--- config.mk ---
export PLATFORM = sky130hd
export DESIGN_NAME = fetch_stage
export DESIGN_NICKNAME = d
export VERILOG_FILES = /design/src/rtl/fetch_stage.sv
export SDC_FILE = /design/constraint.sdc
export NUM_CORES = 1
export LEC_CHECK = 0
export CORE_MARGIN = 4
export CORE_UTILIZATION = 47
export DETAILED_ROUTE_END_ITERATION = 10
export GPL_ROUTABILITY_DRIVEN = 0
export PLACE_DENSITY = 0.92
export SYNTH_ARGS = -nofsm -noshare
export SYNTH_HDL_FRONTEND = slang
export SYNTH_SLANG_ARGS = --single-unit
export TNS_END_PERCENT = 10
--- constraint.sdc ---
create_clock -name clk -period 2.6 [get_ports clk]
set_clock_uncertainty 0.2 [all_clocks]
set_input_delay 0.39 -clock clk [delete_from_list [all_inputs] [get_ports clk]]
set_output_delay 0.39 -clock clk [all_outputs]
set_load 0.005 [all_outputs]
--- src/rtl/fetch_stage.sv ---
// fetch_stage: program counter, instruction-memory addressing and the IF/ID
// pipeline register. Handles decode stalls, EX redirects with wrong-path
// squash, and a halt sequence (RUN -> DRAIN -> HALT) that only reset leaves.
module fetch_stage #(
   parameter logic [15:0] RESET_PC     = 16'h0000,
   parameter logic [15:0] NOP_INSTR    = 16'h0000,
   parameter logic [3:0]  HALT_OP      = 4'hF,
   parameter int unsigned DRAIN_CYCLES = 3
) (
   input  logic        clk,
   input  logic        rst,
   input  logic        stall,
   input  logic        redirect,
   input  logic [15:0] redirect_pc,
   output logic [15:0] imem_addr,
   input  logic [15:0] imem_data,
   output logic [15:0] pc_out,
   output logic [15:0] instr_out,
   output logic        valid_out,
   output logic        halted,
   output logic [15:0] fetch_count
);

   typedef enum logic [1:0] {RUN, DRAIN, HALT} state_t;

   localparam logic [3:0] DRAIN_INIT = 4'(DRAIN_CYCLES);

   state_t      state, state_nxt;
   logic [15:0] pc, pc_nxt;
   logic [15:0] seq_pc;
   logic [15:0] pc_out_nxt;
   logic [15:0] instr_out_nxt;
   logic        valid_out_nxt;
   logic [3:0]  drain_cnt, drain_nxt;
   logic [15:0] fetch_count_nxt;

   // Sequential successor; 16-bit arithmetic wraps 16'hFFFE -> 16'h0000.
   assign seq_pc    = pc + 16'd2;
   assign imem_addr = pc;
   assign halted    = (state == HALT);

   // Next-state and next-register values: redirect beats stall beats fetch.
   always_comb begin
      state_nxt       = state;
      pc_nxt          = pc;
      pc_out_nxt      = pc_out;
      instr_out_nxt   = instr_out;
      valid_out_nxt   = valid_out;
      drain_nxt       = drain_cnt;
      fetch_count_nxt = fetch_count;
      case (state)
         RUN, DRAIN: begin
            if (redirect) begin
               // Squash the wrong-path fetch and cancel any speculative halt.
               pc_nxt        = redirect_pc;
               pc_out_nxt    = 16'h0000;
               instr_out_nxt = NOP_INSTR;
               valid_out_nxt = 1'b0;
               state_nxt     = RUN;
               drain_nxt     = 4'd0;
            end else if (!stall) begin
               if (state == RUN) begin
                  pc_nxt          = seq_pc;
                  pc_out_nxt      = seq_pc;
                  instr_out_nxt   = imem_data;
                  valid_out_nxt   = 1'b1;
                  fetch_count_nxt = fetch_count + 16'd1;
                  if (imem_data[15:12] == HALT_OP) begin
                     state_nxt = DRAIN;
                     drain_nxt = DRAIN_INIT;
                  end
               end else begin
                  // Draining: PC holds, bubbles flow into decode.
                  pc_out_nxt    = 16'h0000;
                  instr_out_nxt = NOP_INSTR;
                  valid_out_nxt = 1'b0;
                  drain_nxt     = drain_cnt - 4'd1;
                  if (drain_cnt <= 4'd1) begin
                     state_nxt = HALT;
                     drain_nxt = 4'd0;
                  end
               end
            end
         end
         HALT: begin
            // Frozen until reset; stall and redirect are ignored.
         end
         default: begin
            state_nxt = RUN;
         end
      endcase
   end

   // State, PC, IF/ID and counter registers with asynchronous reset.
   always_ff @(posedge clk or negedge rst) begin
      if (!rst) begin
         state       <= RUN;
         pc          <= RESET_PC;
         pc_out      <= 16'h0000;
         instr_out   <= NOP_INSTR;
         valid_out   <= 1'b0;
         drain_cnt   <= 4'd0;
         fetch_count <= 16'h0000;
      end else begin
         state       <= state_nxt;
         pc          <= pc_nxt;
         pc_out      <= pc_out_nxt;
         instr_out   <= instr_out_nxt;
         valid_out   <= valid_out_nxt;
         drain_cnt   <= drain_nxt;
         fetch_count <= fetch_count_nxt;
      end
   end

endmodule

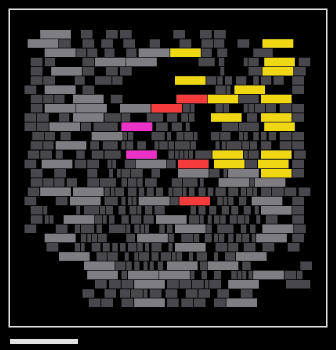
Figure 1: run 1, where the registers sit.
Scale bar: 20 um. Other sequential cells in the stronger gray, the rest of the logic in the fainter gray.
Key: red = drain_cnt [placed flops 4]; yellow = fetch_count [placed flops 16]; magenta = state [placed flops 2]
sequential cell area share: 38.0%
Seq group: 0.00134 W
Core Util, Final: 67.7%
Seq. cell area: 0.00178 sq mm

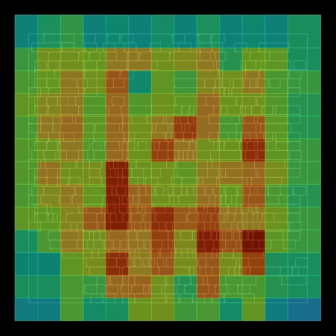
Figure 2: run 1, routing congestion.
Overall Global Routing Usage: 20.0%
WL/cell: 15.7 um
met3 usage in global routing: 6.17%

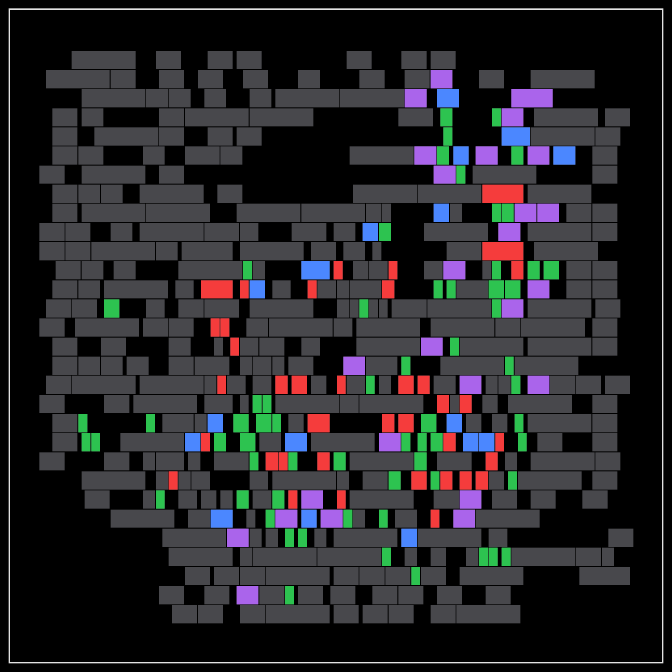
Figure 3: run 1, gate families picked out.
Key: red = nor cells [cells 38]; purple = xor and xnor cells [cells 26]; blue = and/or cells [cells 17]; green = nand cells [cells 63]
Layout Cells excl Fill: 529
most numerous logic cell after layout: clkdlybuf4s50_1

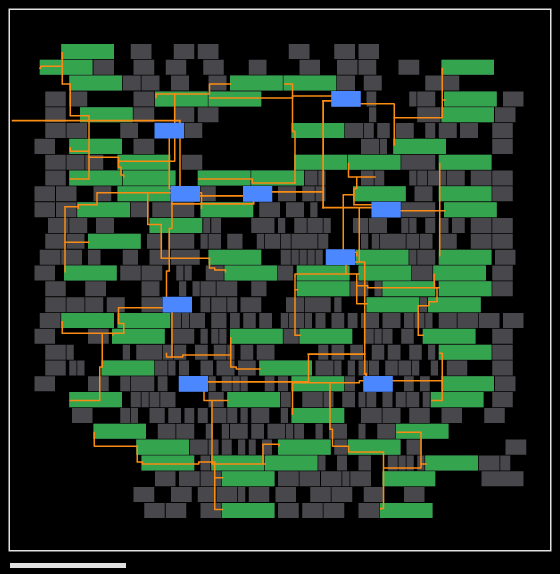
Figure 4: run 1, routed clock nets over the placement.
Scale bar: 20 um.
Key: blue = clock-net drivers [count 9]; orange = clock wires [length 830 um]; green = flip-flops [count 71]
Position of the flops: widely spread.
clk pwr: 0.000724 W
Clock Power Share: 27.3%
Latency at later pin: 0.34 ns

==> run summary, run 1 <==
flow finished, numbers: status complete, no violations, Slew headroom roughly half, Worst Path Max Fanout 7, post-synthesis simple-gate area fraction 17.8%, Comb area share 31.6%, Yosys Chip Area 0.00338 sq mm, metal3 WL 638 um, post-synthesis cell area 0.00338 sq mm, CP top delay family simple AND/OR/NAND/NOR gates, met1 WL 3680 um, cells in synth_stat.txt 330, number of cell rows 30, first-pass GRT wire length 14000 um, GR peak layer met2, GR Overflow Total 0, metal2 WL 3970 um, Synth async-reset ratio 100%, largest power group registers, initial antenna violation count 0, Adder Area Share 1.48%, syn nets 370, max-slew violations 0, Flops after synth 71, top layer in use met4, worst vdd ir 0.400 mV
==> run 1 -> run 2 <==
- HOLD_SLACK_MARGIN: default -> 0.1
- MAX_ROUTING_LAYER: default -> met4
- SLEW_MARGIN: default -> 10
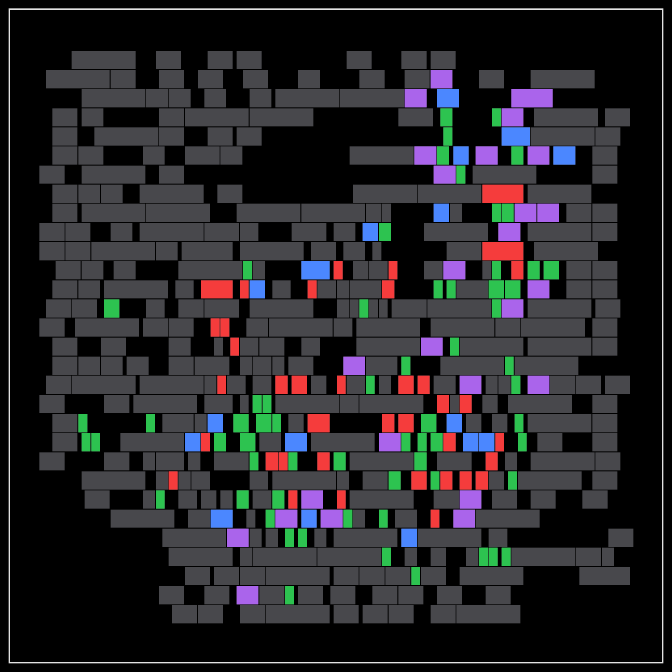
Figure 5: run 2, gate families picked out.
Comb area share: 31.6%

==> run 2 against run 1 <==
Compared with the run above:
- cell area did not move
- first-iteration DRC count is 20% higher
- maximum frequency fell by 0.17%
- wire length decreased by 0.16%
- power is 0.22% higher
- critical path depth unchanged
- sequential power barely moved
==> run summary, run 2 <==
flow finished, numbers: status complete, no violations, Seq. cell area 0.00178 sq mm (unchanged), CP top delay family simple AND/OR/NAND/NOR gates, cells in synth_stat.txt 330 (unchanged), Worst Path Max Fanout 7 (unchanged), GR Overflow Total 0 (unchanged), Clock Power Share 27.5% (+0.2 points), number of cell rows 30 (unchanged), most numerous logic cell after layout clkdlybuf4s50_1, WL/cell 15.7 um (-0.16%), clk pwr 0.000729 W (+0.7%), metal2 WL 3960 um (-0.25%), syn nets 370 (unchanged), Synth async-reset ratio 100% (unchanged), sequential cell area share 38.0% (unchanged), Seq group 0.00135 W (about the same), Flops after synth 71 (unchanged), Layout Cells excl Fill 529 (unchanged), Slew headroom 51.0% (-0.35 points), post-synthesis simple-gate area fraction 17.8% (unchanged), Core Util, Final 67.7% (unchanged), largest power group registers, met1 WL 3670 um (-0.35%), Yosys Chip Area 0.00338 sq mm (unchanged)
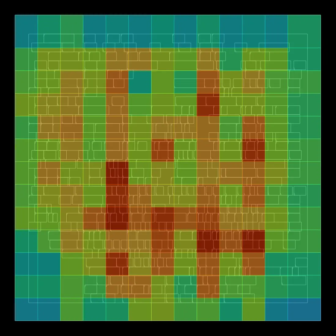
Figure 6: run 2, routing congestion.
met1 usage: 27.1%
Overall Global Routing Usage: 20.6%
met3 usage in global routing: 5.77%
GR peak layer: met2

Power is estimated from default activity; no workload was simulated.
